**Run 1: routed metal, one colour a layer**

Scale bar: 20 um.
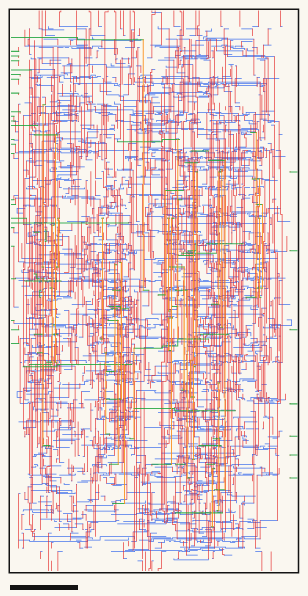
**Run 1: signal wires on met4**

Supply wires on this layer in grey. Cells faint in the background.
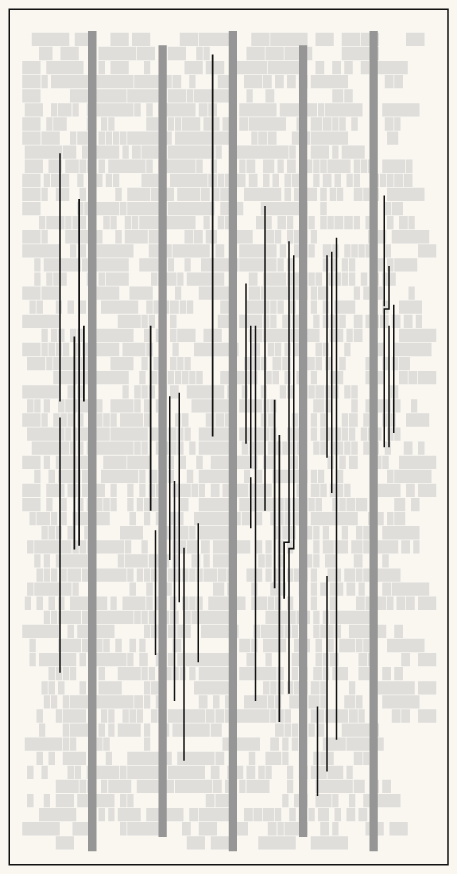
**Run 1: the metal 3 layer**

Scale bar: 20 um.
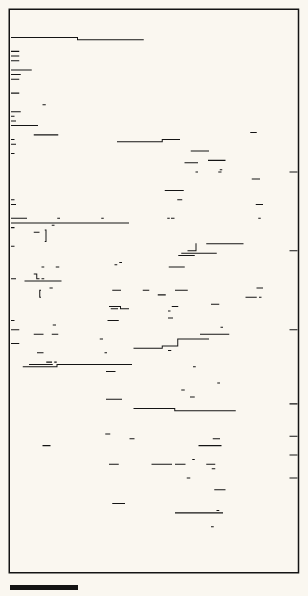
--- src/rtl/pca_pkg.sv ---
// Shared definitions for the systolic MAC processing element: default
// widths, the default dot-product length and the control state encoding.
package pca_pkg;

  localparam int DEF_DATA_W  = 8;
  localparam int DEF_ACC_W   = 24;
  localparam int DEF_N_TERMS = 4;

  // IDLE means no partial dot product is held (count and accumulator are zero).
  // ACCUM means at least one term, but not all terms, has been added.
  typedef enum logic {
    IDLE  = 1'b0,
    ACCUM = 1'b1
  } pe_state_e;

endpackage

--- src/rtl/mac_sat_add.sv ---
// Saturating accumulator adder. Both operands are widened by one bit so the
// carry/sign of the true sum is visible. A sum outside the representable
// range is clamped to the nearest limit, and sat_o flags that clamp.
module mac_sat_add #(
  parameter int ACC_W  = 24,
  parameter int SIGNED = 0
) (
  input  logic [ACC_W-1:0] acc_i,
  input  logic [ACC_W-1:0] addend_i,
  output logic [ACC_W-1:0] sum_o,
  output logic             sat_o
);

  logic [ACC_W:0] accExt;
  logic [ACC_W:0] addExt;
  logic [ACC_W:0] rawSum;

  // Widen both operands, add them, then clamp the result into ACC_W bits.
  always_comb begin
    accExt = {(SIGNED != 0) && acc_i[ACC_W-1], acc_i};
    addExt = {(SIGNED != 0) && addend_i[ACC_W-1], addend_i};
    rawSum = accExt + addExt;
    sum_o  = rawSum[ACC_W-1:0];
    sat_o  = 1'b0;
    if (SIGNED != 0) begin
      if (rawSum[ACC_W] != rawSum[ACC_W-1]) begin
        sat_o = 1'b1;
        sum_o = rawSum[ACC_W] ? {1'b1, {(ACC_W-1){1'b0}}} : {1'b0, {(ACC_W-1){1'b1}}};
      end
    end else if (rawSum[ACC_W]) begin
      sat_o = 1'b1;
      sum_o = '1;
    end
  end

endmodule

--- src/rtl/systolic_mac_pe.sv ---
// Systolic multiply-accumulate PE. Operands are forwarded to the neighbouring
// PEs one cycle later. Stage 1 registers the product. Stage 2 adds the product
// into a saturating accumulator. After N_TERMS adds, the completed dot product
// moves into a result register that a consumer holds with a ready handshake.
module systolic_mac_pe
  import pca_pkg::*;
#(
  parameter int DATA_W  = DEF_DATA_W,
  parameter int ACC_W   = DEF_ACC_W,
  parameter int N_TERMS = DEF_N_TERMS,
  parameter int SIGNED  = 0
) (
  input  logic              clk,
  input  logic              rst,
  input  logic              in_valid,
  input  logic [DATA_W-1:0] in_a,
  input  logic [DATA_W-1:0] in_b,
  input  logic              acc_clr,
  output logic              pass_valid,
  output logic [DATA_W-1:0] pass_a,
  output logic [DATA_W-1:0] pass_b,
  output logic              res_valid,
  output logic [ACC_W-1:0]  res_data,
  output logic              res_sat,
  input  logic              res_ready,
  output logic              res_ovf,
  output logic              busy
);

  localparam int PROD_W = 2 * DATA_W;
  localparam int CNT_W  = $clog2(N_TERMS + 1);

  logic              passValid_q;
  logic [DATA_W-1:0] passA_q;
  logic [DATA_W-1:0] passB_q;

  logic signed [PROD_W-1:0] aSigned;
  logic signed [PROD_W-1:0] bSigned;
  logic [PROD_W-1:0]        aUnsigned;
  logic [PROD_W-1:0]        bUnsigned;
  logic [PROD_W-1:0]        product_d;
  logic [PROD_W-1:0]        prod_q;
  logic                     prodValid_q;

  pe_state_e         state_q;
  logic [CNT_W-1:0]  count_q;
  logic [CNT_W-1:0]  count_d;
  logic [ACC_W-1:0]  acc_q;
  logic              sat_q;
  logic [ACC_W-1:0]  addend;
  logic [ACC_W-1:0]  sum;
  logic              addSat;
  logic              lastTerm;

  logic              resValid_q;
  logic [ACC_W-1:0]  resData_q;
  logic              resSat_q;
  logic              resOvf_q;

  // Extend the operands to product width first, so the multiply is exact in both modes.
  always_comb begin
    aSigned   = PROD_W'($signed(in_a));
    bSigned   = PROD_W'($signed(in_b));
    aUnsigned = PROD_W'(in_a);
    bUnsigned = PROD_W'(in_b);
    product_d = (SIGNED != 0) ? PROD_W'(aSigned * bSigned) : (aUnsigned * bUnsigned);
  end

  // Bring the stored product up to accumulator width with the correct extension.
  always_comb begin
    addend = (SIGNED != 0) ? ACC_W'($signed(prod_q)) : ACC_W'(prod_q);
  end

  assign count_d  = count_q + CNT_W'(1);
  assign lastTerm = (count_d == CNT_W'(N_TERMS));

  mac_sat_add #(
    .ACC_W (ACC_W),
    .SIGNED(SIGNED)
  ) uSatAdd (
    .acc_i   (acc_q),
    .addend_i(addend),
    .sum_o   (sum),
    .sat_o   (addSat)
  );

  // Forward the operands and capture the stage-1 product. These registers run every cycle.
  always_ff @(posedge clk) begin
    if (rst) begin
      passValid_q <= 1'b0;
      passA_q     <= '0;
      passB_q     <= '0;
      prodValid_q <= 1'b0;
      prod_q      <= '0;
    end else begin
      passValid_q <= in_valid;
      passA_q     <= in_a;
      passB_q     <= in_b;
      prodValid_q <= in_valid;
      prod_q      <= product_d;
    end
  end

  // Accumulation FSM and result register. acc_clr drops the in-flight product,
  // but the operand pair arriving in the same cycle still enters stage 1.
  always_ff @(posedge clk) begin
    if (rst) begin
      state_q    <= IDLE;
      count_q    <= '0;
      acc_q      <= '0;
      sat_q      <= 1'b0;
      resValid_q <= 1'b0;
      resData_q  <= '0;
      resSat_q   <= 1'b0;
      resOvf_q   <= 1'b0;
    end else begin
      if (resValid_q && res_ready) begin
        resValid_q <= 1'b0;
      end
      if (acc_clr) begin
        state_q <= IDLE;
        count_q <= '0;
        acc_q   <= '0;
        sat_q   <= 1'b0;
      end else if (prodValid_q) begin
        if (lastTerm) begin
          resValid_q <= 1'b1;
          resData_q  <= sum;
          resSat_q   <= sat_q | addSat;
          if (resValid_q && !res_ready) begin
            resOvf_q <= 1'b1;
          end
          state_q <= IDLE;
          count_q <= '0;
          acc_q   <= '0;
          sat_q   <= 1'b0;
        end else begin
          state_q <= ACCUM;
          count_q <= count_d;
          acc_q   <= sum;
          sat_q   <= sat_q | addSat;
        end
      end
    end
  end

  assign pass_valid = passValid_q;
  assign pass_a     = passA_q;
  assign pass_b     = passB_q;
  assign res_valid  = resValid_q;
  assign res_data   = resData_q;
  assign res_sat    = resSat_q;
  assign res_ovf    = resOvf_q;
  assign busy       = (state_q == ACCUM);

endmodule

--- config.mk ---
export PLATFORM = sky130hd
export DESIGN_NAME = systolic_mac_pe
export DESIGN_NICKNAME = d
export VERILOG_FILES = /design/src/rtl/pca_pkg.sv /design/src/rtl/mac_sat_add.sv /design/src/rtl/systolic_mac_pe.sv
export SDC_FILE = /design/constraint.sdc
export NUM_CORES = 1
export LEC_CHECK = 0
export ABC_AREA = 1
export CAP_MARGIN = 40
export CORE_ASPECT_RATIO = 2
export CORE_MARGIN = 2
export CORE_UTILIZATION = 56
export CTS_BUF_LIST = sky130_fd_sc_hd__clkbuf_16
export CTS_CLUSTER_SIZE = 40
export DETAILED_ROUTE_END_ITERATION = 8
export GPL_ROUTABILITY_DRIVEN = 0
export HOLD_SLACK_MARGIN = 0.1
export PLACE_DENSITY_LB_ADDON = 0.08
export REMOVE_ABC_BUFFERS = 1
export SLEW_MARGIN = 25
export SYNTH_ARGS = -nofsm -noshare
export SYNTH_HDL_FRONTEND = slang
export SYNTH_HIERARCHICAL = 1
export SYNTH_SLANG_ARGS = --single-unit
--- constraint.sdc ---
create_clock -name clk -period 4.8 [get_ports clk]
set_input_delay 0.48 -clock clk [delete_from_list [all_inputs] [get_ports clk]]
set_output_delay 0.48 -clock clk [all_outputs]
set_load 0.02 [all_outputs]
==> flow_results.xml, run 1 <==
<?xml version="1.0" encoding="UTF-8"?>
<metrics>
  <group name="final_layout">
    <metric name="final_layout_size_suffix_gt1_share" unit="%">3.888</metric>
    <metric name="nets" unit="">1300</metric>
    <metric name="most-common-layout-cells" unit="">sky130_fd_sc_hd__nand2_1 (326), sky130_fd_sc_hd__inv_1 (264), sky130_fd_sc_hd__dfxtp_1 (89), sky130_fd_sc_hd__nor2_1 (82), sky130_fd_sc_hd__a21oi_1 (73)</metric>
  </group>
  <group name="placement">
    <metric name="port_buffers" unit="">65</metric>
    <metric name="preCtsSetupSlack" unit="ns">0.1287</metric>
  </group>
  <group name="clocking">
    <metric name="cts.root.buffer_cell" unit="">sky130_fd_sc_hd__clkbuf_16</metric>
    <metric name="cts_resized" unit="">0</metric>
    <metric name="post_cts.repair.setup_buffers" unit="">0</metric>
    <metric name="hold_buffers" unit="">0</metric>
    <metric name="cts.sink_count" unit="">89</metric>
    <metric name="worstSkewPairLatency" unit="ns">0.35</metric>
  </group>
  <group name="timing">
    <metric name="slew_headroom" unit="%">58.36</metric>
    <metric name="fmaxAchievable" unit="MHz">227.8</metric>
    <metric name="rsz0062_at_grt" unit="">no</metric>
    <metric name="timing.clock.skew" unit="ns">0.01408</metric>
  </group>
  <group name="floorplanning">
    <metric name="coreArea" unit="mm^2">0.01263</metric>
    <metric name="ioPinCount" unit="">66</metric>
  </group>
  <group name="worst_setup_path">
    <metric name="critPathBufInv" unit="">5</metric>
    <metric name="path_class" unit="">input port to flip-flop</metric>
    <metric name="cpMaxStageDelayCell" unit="">sky130_fd_sc_hd__clkdlybuf4s50_1</metric>
    <metric name="r2r-start" unit="">acc_q[0]</metric>
    <metric name="cp_max_fo" unit="">9</metric>
  </group>
  <group name="status">
    <metric name="outcome" unit="">finished clean</metric>
  </group>
  <group name="synth">
    <metric name="topCellsByArea" unit="">sky130_fd_sc_hd__dfxtp_1 (25%), sky130_fd_sc_hd__nand2_1 (17%), sky130_fd_sc_hd__inv_1 (14%)</metric>
    <metric name="synth_warnings" unit="">6</metric>
    <metric name="seq_area_frac_synth" unit="%">24.61</metric>
    <metric name="synth-area-yosys" unit="mm^2">0.007239</metric>
  </group>
  <group name="global_routing">
    <metric name="first_global_vias" unit="">6604</metric>
    <metric name="globalRouteMet2Util" unit="%">54.33</metric>
    <metric name="groute.layer.met3.usage" unit="%">3.348</metric>
    <metric name="gr-max-usage-layer" unit="">met2</metric>
  </group>
  <group name="route">
    <metric name="wl_met2" unit="mm">10.12</metric>
  </group>
</metrics>
Back to the opening pictures, 'routed metal, one colour a layer':
[blue] metal 1 | wire length: 6060 um
[red] metal 2 | wire length: 10100 um
[orange] metal 4 | wire length: 1320 um
[green] metal 3 | wire length: 446 um
total routed wirelength: 17.94 mm
total via count in the routed design: 6654
drt wl/cell: 13.46 um
GRT Resource Usage Total: 27.06%

Back to the opening pictures, 'signal wires on met4':
nets with wire on the layer: 29
main direction: vertical
share of all routed wire: 7.3%
wire length on this layer: 1320 um
longest straight run: 96.6 um

Back to the opening pictures, 'the metal 3 layer':
share of all routed wire: 2.5%
wire length on this layer: 446 um
nets with wire on the layer: 77
main direction: horizontal
longest straight run: 34.3 um

-- run 1: registers in the layout, indices dropped and copies added (netlist names) --
signal	count
pass_b	8
count_q	3
busy	1
res_data	24
sat_q	1
pass_a	8
prodValid_q	1
res_valid	1
prod_q	16
res_sat	1
acc_q	24
res_ovf	1
-- run 1: stage by stage --
step	hold slack, ns	util [%]	area (um^2)
2_1_floorplan	0.4447	-	7092
3_3_place_gp	0.4566	63.44	8010
3_5_place_dp	0.4637	63.65	8038
4_1_cts	0.4734	66.11	8348
5_1_grt	0.4864	66.11	8348
6_report	0.4697	66.11	8348
-- run 1: final timing paths --
check | slack (ns) | endpoint | cells past startpoint
setup / recovery | 0.41 | prod_q[9] | 18
hold / removal | 0.47 | count_q[1] | 2
setup reg to reg | 1.96 | acc_q[15] | 14
hold reg to reg | 0.47 | count_q[1] | 2
-- run 1: where the power goes --
part,switching (mW),internal (mW),total (mW)
clock network,0.302,0.452,0.753
registers,0.0277,0.797,0.824
logic,0.727,0.417,1.14
total,1.06,1.67,2.72
-- run 1: cell families (layout without fill, tap and decap cells) --
group / count (synthesis) / after routing / synth area share (%)
other: 1 / 8 / 0.05180
buffers and inverters: 308 / 363 / 16.51
adders and majority gates: 100 / 100 / 21.12
and+or+nand+nor: 508 / 508 / 29.24
xor gates and xnor gates: 10 / 10 / 1.210
AOI/OAI and AO/OA: 105 / 105 / 7.259
DFF: 89 / 89 / 24.61
-- run 1: layout make-up --
cell class,count,area [um^2]
sequential,89,1782
clock buffer,9,225.2
fill,1214,4279
multi-input combinational,731,4294
tap,150,187.7
inverter,272,1021
timing repair buffer,76,753.2
clock inverter,6,85.08
**Run 1: cell placement**

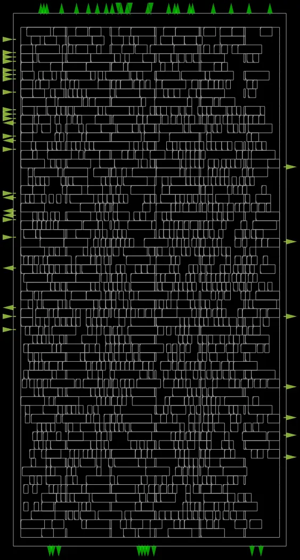

==> run 1 -> run 2 <==
- CORE_MARGIN: 2 -> 4
**Run 2: cell placement**

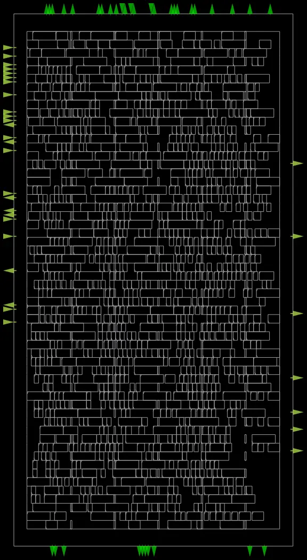
Filler Cells Inserted: 1202
area of the core region: 0.01263 mm^2
flop count: 89
utilization of the core after routing: 66.05%
inserted tap cell count: 150

==> run 2 against run 1 <==
Net effect: critical endpoint is now prod_q[15]; highest routed layer unchanged; largest cell class unchanged; routed wire length up 1.9%; critical path type unchanged; first-iteration DRC count up 5.5%; sequential cell count unchanged; core utilization down 0.060 points; sequential share of layout area about the same; design area about the same; synthesized area unchanged; combinational power about the same; sequential power about the same; clock skew down 0.0056 ns.
==> flow_results.xml, run 2 <==
<?xml version="1.0" encoding="UTF-8"?>
<metrics>
  <group name="status">
    <metric name="outcome" unit="">finished clean</metric>
  </group>
  <group name="synth">
    <metric name="synthesis.area" unit="mm^2">0.007239</metric>
    <metric name="top_cell" unit="">sky130_fd_sc_hd__nand2_1</metric>
    <metric name="synth_area_leader_cell" unit="">sky130_fd_sc_hd__dfxtp_1</metric>
    <metric name="yosysTopAreaCellShare" unit="%">24.61</metric>
    <metric name="seq_area_frac_synth" unit="%">24.61</metric>
    <metric name="topCellsByArea" unit="">sky130_fd_sc_hd__dfxtp_1 (25%), sky130_fd_sc_hd__nand2_1 (17%), sky130_fd_sc_hd__inv_1 (14%)</metric>
    <metric name="synth-area-yosys" unit="mm^2">0.007239</metric>
    <metric name="synth_warnings" unit="">6</metric>
  </group>
  <group name="clocking">
    <metric name="hold_buffers" unit="">0</metric>
    <metric name="tritoncts" unit="">built</metric>
    <metric name="cts.sink_count" unit="">89</metric>
    <metric name="clock_tree.buffer_depth" unit="">2</metric>
    <metric name="cts.root.buffer_cell" unit="">sky130_fd_sc_hd__clkbuf_16</metric>
    <metric name="worstSkewPairLatency" unit="ns">0.34</metric>
    <metric name="post_cts.repair.setup_buffers" unit="">0</metric>
    <metric name="cts_resized" unit="">0</metric>
  </group>
  <group name="min_path">
    <metric name="hold-path-cell-count" unit="">2</metric>
  </group>
  <group name="timing">
    <metric name="timing.clock.skew" unit="ns">0.008490</metric>
    <metric name="fmaxAchievable" unit="MHz">230.3</metric>
    <metric name="rsz0062_at_grt" unit="">no</metric>
    <metric name="slew_headroom" unit="%">56.81</metric>
    <metric name="final.hold.worst_slack" unit="ns">0.4735</metric>
    <metric name="finalHoldViolCount" unit="">0</metric>
  </group>
  <group name="global_routing">
    <metric name="grt_usage" unit="%">26.39</metric>
    <metric name="first_global_vias" unit="">6871</metric>
    <metric name="largest_net_degree_at_the_start_of_global_routing" unit="">36</metric>
  </group>
  <group name="worst_setup_path">
    <metric name="timing.critical_path.depth" unit="">19</metric>
    <metric name="cpMostUsedCell" unit="">sky130_fd_sc_hd__nand2_1</metric>
    <metric name="path_class" unit="">input port to flip-flop</metric>
    <metric name="r2r_cells" unit="">14</metric>
    <metric name="cpMaxStageDelayCell" unit="">sky130_fd_sc_hd__clkdlybuf4s50_1</metric>
    <metric name="largest_stage_delay_worst_path" unit="ns">0.67</metric>
    <metric name="critPathBufInv" unit="">6</metric>
    <metric name="cp_max_fo" unit="">9</metric>
    <metric name="worstPathArrival" unit="ns">4.58</metric>
  </group>
  <group name="pwr">
    <metric name="vdd_ir_drop_max" unit="mV">0.2008</metric>
    <metric name="static-leakage-power" unit="nW">4.750</metric>
  </group>
  <group name="job">
    <metric name="maxCapViolations" unit="">0</metric>
  </group>
  <group name="final_layout">
    <metric name="layout.area.seq" unit="mm^2">0.001782</metric>
    <metric name="final_layout_size_suffix_gt1_share" unit="%">3.966</metric>
    <metric name="nets" unit="">1301</metric>
    <metric name="mi_logic_area" unit="mm^2">0.004294</metric>
    <metric name="most-common-layout-cells" unit="">sky130_fd_sc_hd__nand2_1 (326), sky130_fd_sc_hd__inv_1 (263), sky130_fd_sc_hd__dfxtp_1 (89), sky130_fd_sc_hd__nor2_1 (82), sky130_fd_sc_hd__a21oi_1 (73)</metric>
  </group>
  <group name="route">
    <metric name="drt-pass1-iter-count" unit="">5</metric>
    <metric name="wl_per_cell" unit="um">13.70</metric>
  </group>
  <group name="placement">
    <metric name="place.detailed.hpwl" unit="mm">14.67</metric>
    <metric name="port_buffers" unit="">65</metric>
  </group>
  <group name="floorplanning">
    <metric name="ioPinCount" unit="">66</metric>
  </group>
</metrics>
**Run 2: signal wires on met4**

Supply wires on this layer in grey. Cells faint in the background.
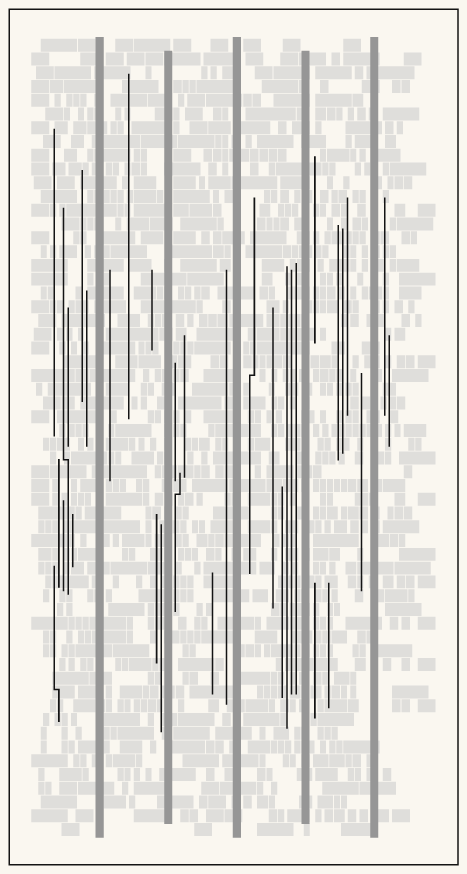
nets with wire on the layer: 30
main direction: vertical
total routed wirelength: 18.29 mm
total via count in the routed design: 6690

[run 2: cell counts after synthesis]
Identical to the previous run, type by type.
[run 2: cell families (layout without fill, tap and decap cells)]
logic type,after synthesis,count (layout),synth area share [%]
buf+inv,308,365,16.51
flops,89,89,24.61
simple gates,508,508,29.24
other cells,1,8,0.05180
fa+ha+maj,100,100,21.12
compound gates,105,105,7.259
xor+xnor,10,10,1.210
[run 2: layout make-up]
class	instances	area share, %
Inverter	272	12.24
Multi-Input combinational cell	731	51.49
Clock inverter	7	0.8401
Sequential cell	89	21.36
Clock buffer	9	2.700
Tap cell	150	2.250
Timing Repair Buffer	77	9.121
[run 2: metrics by stage]
| stage | area [um^2] | worst slack, ns |
|---|---|---|
| after global routing | 8341 | 0.1910 |
| after floorplan | 7092 | 1.072 |
| after CTS | 8341 | 0.4649 |
| final | 8341 | 0.4581 |
| after global placement | 8018 | 0.1624 |
| after detailed placement | 8045 | 0.1082 |
[run 2: worst paths after layout]
kind	from	endpoint	slack (ns)
min reg2reg	acc_q[17]	acc_q[17]	0.47
max	in_b[6]	prod_q[15]	0.46
max reg2reg	acc_q[0]	acc_q[15]	1.92
min	acc_q[17]	acc_q[17]	0.47
[run 2: per-layer routing]
layer  vias up  part of all wire, %  global-route usage [%]
li1       3439                    -                       -
met3        78                  3.1                   2.825
met1      3008                   33                   24.28
met4         0                  8.1                   18.82
met5         -                    0                       0
met2       165                   56                   50.51
[run 2: power by group]
group	total, mW	switching [mW]	internal (mW)
sequential	0.822	0.0256	0.797
combinational	1.14	0.719	0.416
clock	0.715	0.312	0.403
==> run 2 -> run 3 <==
- CAP_MARGIN: 40 -> unset
**Run 3: cell placement**

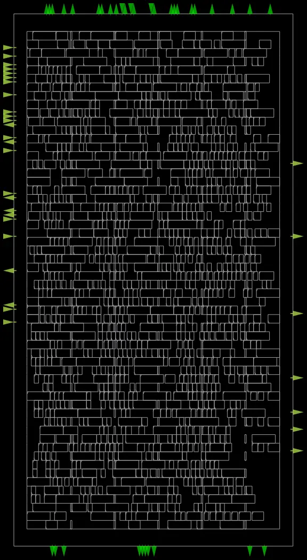
Core Rows: 58
post-route non-filler standard cell count: 1335
sequential cell area share: 21.36%

**Run 3: the metal 3 layer**

Scale bar: 20 um.
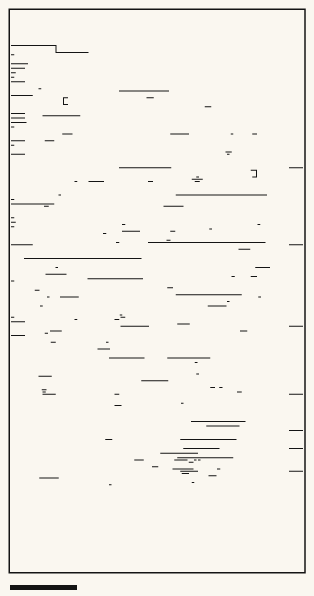
nets with wire on the layer: 78
main direction: horizontal
longest straight run: 35.0 um
share of all routed wire: 3.1%
wire length on this layer: 567 um

==> run 3 against run 2 <==
Net effect: synthesized area unchanged; cell count unchanged; design area unchanged; clock skew unchanged; worst hold slack unchanged; via count unchanged; combinational power about the same; global-route usage unchanged; synthesized cell count unchanged.
==> flow_results.xml, run 3 <==
<?xml version="1.0" encoding="UTF-8"?>
<metrics>
  <group name="synth">
    <metric name="synthesis.area" unit="mm^2">0.007239</metric>
    <metric name="top_cell" unit="">sky130_fd_sc_hd__nand2_1</metric>
    <metric name="seq_area_frac_synth" unit="%">24.61</metric>
    <metric name="topCellsByArea" unit="">sky130_fd_sc_hd__dfxtp_1 (25%), sky130_fd_sc_hd__nand2_1 (17%), sky130_fd_sc_hd__inv_1 (14%)</metric>
    <metric name="synth_warnings" unit="">6</metric>
    <metric name="yosysTopAreaCellShare" unit="%">24.61</metric>
  </group>
  <group name="clocking">
    <metric name="cts.root.buffer_cell" unit="">sky130_fd_sc_hd__clkbuf_16</metric>
    <metric name="post_cts.repair.setup_buffers" unit="">0</metric>
    <metric name="cts.sink_count" unit="">89</metric>
    <metric name="cts_resized" unit="">0</metric>
    <metric name="worstSkewPairLatency" unit="ns">0.34</metric>
  </group>
  <group name="route">
    <metric name="detail_route.wirelength" unit="mm">18.29</metric>
    <metric name="drt-pass1-iter-count" unit="">5</metric>
    <metric name="wl_per_cell" unit="um">13.70</metric>
    <metric name="dr_total_vias" unit="">6690</metric>
  </group>
  <group name="global_routing">
    <metric name="first_global_vias" unit="">6871</metric>
    <metric name="grt_usage" unit="%">26.39</metric>
    <metric name="largest_net_degree_at_the_start_of_global_routing" unit="">36</metric>
  </group>
  <group name="timing">
    <metric name="finalHoldViolCount" unit="">0</metric>
    <metric name="timing.clock.skew" unit="ns">0.008490</metric>
    <metric name="fmaxAchievable" unit="MHz">230.3</metric>
    <metric name="slew_headroom" unit="%">56.81</metric>
  </group>
  <group name="min_path">
    <metric name="timing.hold.worst_endpoint" unit="">acc_q[17]</metric>
    <metric name="hold-path-cell-count" unit="">2</metric>
  </group>
  <group name="worst_setup_path">
    <metric name="cp_max_fo" unit="">9</metric>
    <metric name="cpMostUsedCell" unit="">sky130_fd_sc_hd__nand2_1</metric>
    <metric name="path_class" unit="">input port to flip-flop</metric>
    <metric name="cpMaxStageDelayCell" unit="">sky130_fd_sc_hd__clkdlybuf4s50_1</metric>
    <metric name="critical_path.reg2reg.endpoint" unit="">acc_q[15]</metric>
    <metric name="largest_stage_delay_worst_path" unit="ns">0.67</metric>
    <metric name="r2r-start" unit="">acc_q[0]</metric>
  </group>
  <group name="status">
    <metric name="outcome" unit="">finished clean</metric>
  </group>
  <group name="pwr">
    <metric name="static-leakage-power" unit="nW">4.750</metric>
    <metric name="vdd_ir_drop_max" unit="mV">0.2008</metric>
  </group>
  <group name="placement">
    <metric name="placement.cell_area" unit="mm^2">0.008045</metric>
  </group>
  <group name="job">
    <metric name="maxCapViolations" unit="">0</metric>
  </group>
  <group name="final_layout">
    <metric name="fillerInstances" unit="">1202</metric>
  </group>
</metrics>
## run 3: cell type report
type                    instances  area share (%)
multi-input cells             731           51.49
clock buffers                   9           2.700
inverters                     272           12.24
repair buffers                 77           9.121
well taps                     150           2.250
flip-flops and latches         89           21.36
clock inverters                 7          0.8401
## run 3: how the worst max path moves through the flow
stage | from | depth (start not counted) | endpoint
after global placement | in_b[6] | 17 | prod_q[14]
final | in_b[6] | 19 | prod_q[15]
after floorplan | in_a[0] | 17 | prod_q[9]
after CTS | in_b[6] | 19 | prod_q[12]
after detailed placement | in_b[6] | 17 | prod_q[14]
after global routing | in_b[6] | 16 | prod_q[10]
## run 3: per-layer routing
metal,vias to the layer above,share of wire (%),track usage (%)
met3,78,3.1,2.825
li1,3439,-,-
met2,165,56,50.51
met5,-,0,0
met4,0,8.1,18.82
met1,3008,33,24.28
## run 3: worst register-to-register path, cell delays in order, from the launching register on
cell and delay (ns):
sky130_fd_sc_hd__dfxtp_1 0.31, sky130_fd_sc_hd__ha_1 0.29, sky130_fd_sc_hd__fa_1 0.45, sky130_fd_sc_hd__nand2_1 0.11, sky130_fd_sc_hd__nand2_1 0.07, sky130_fd_sc_hd__and2_4 0.16, sky130_fd_sc_hd__nand2_2 0.06, sky130_fd_sc_hd__nand2_2 0.12
sky130_fd_sc_hd__nand2_2 0.10, sky130_fd_sc_hd__inv_2 0.04, sky130_fd_sc_hd__nor2_4 0.49, sky130_fd_sc_hd__nand3_1 0.25, sky130_fd_sc_hd__inv_1 0.13, sky130_fd_sc_hd__or2_1 0.10, sky130_fd_sc_hd__a21oi_1 0.05
## run 3: power by group
group	switching, mW	internal, mW	total, mW
Combinational	0.719	0.416	1.14
Sequential	0.0256	0.797	0.822
Clock	0.312	0.403	0.715
Total	1.06	1.62	2.67
No activity file was given, so power comes from the tool's default toggle rates.
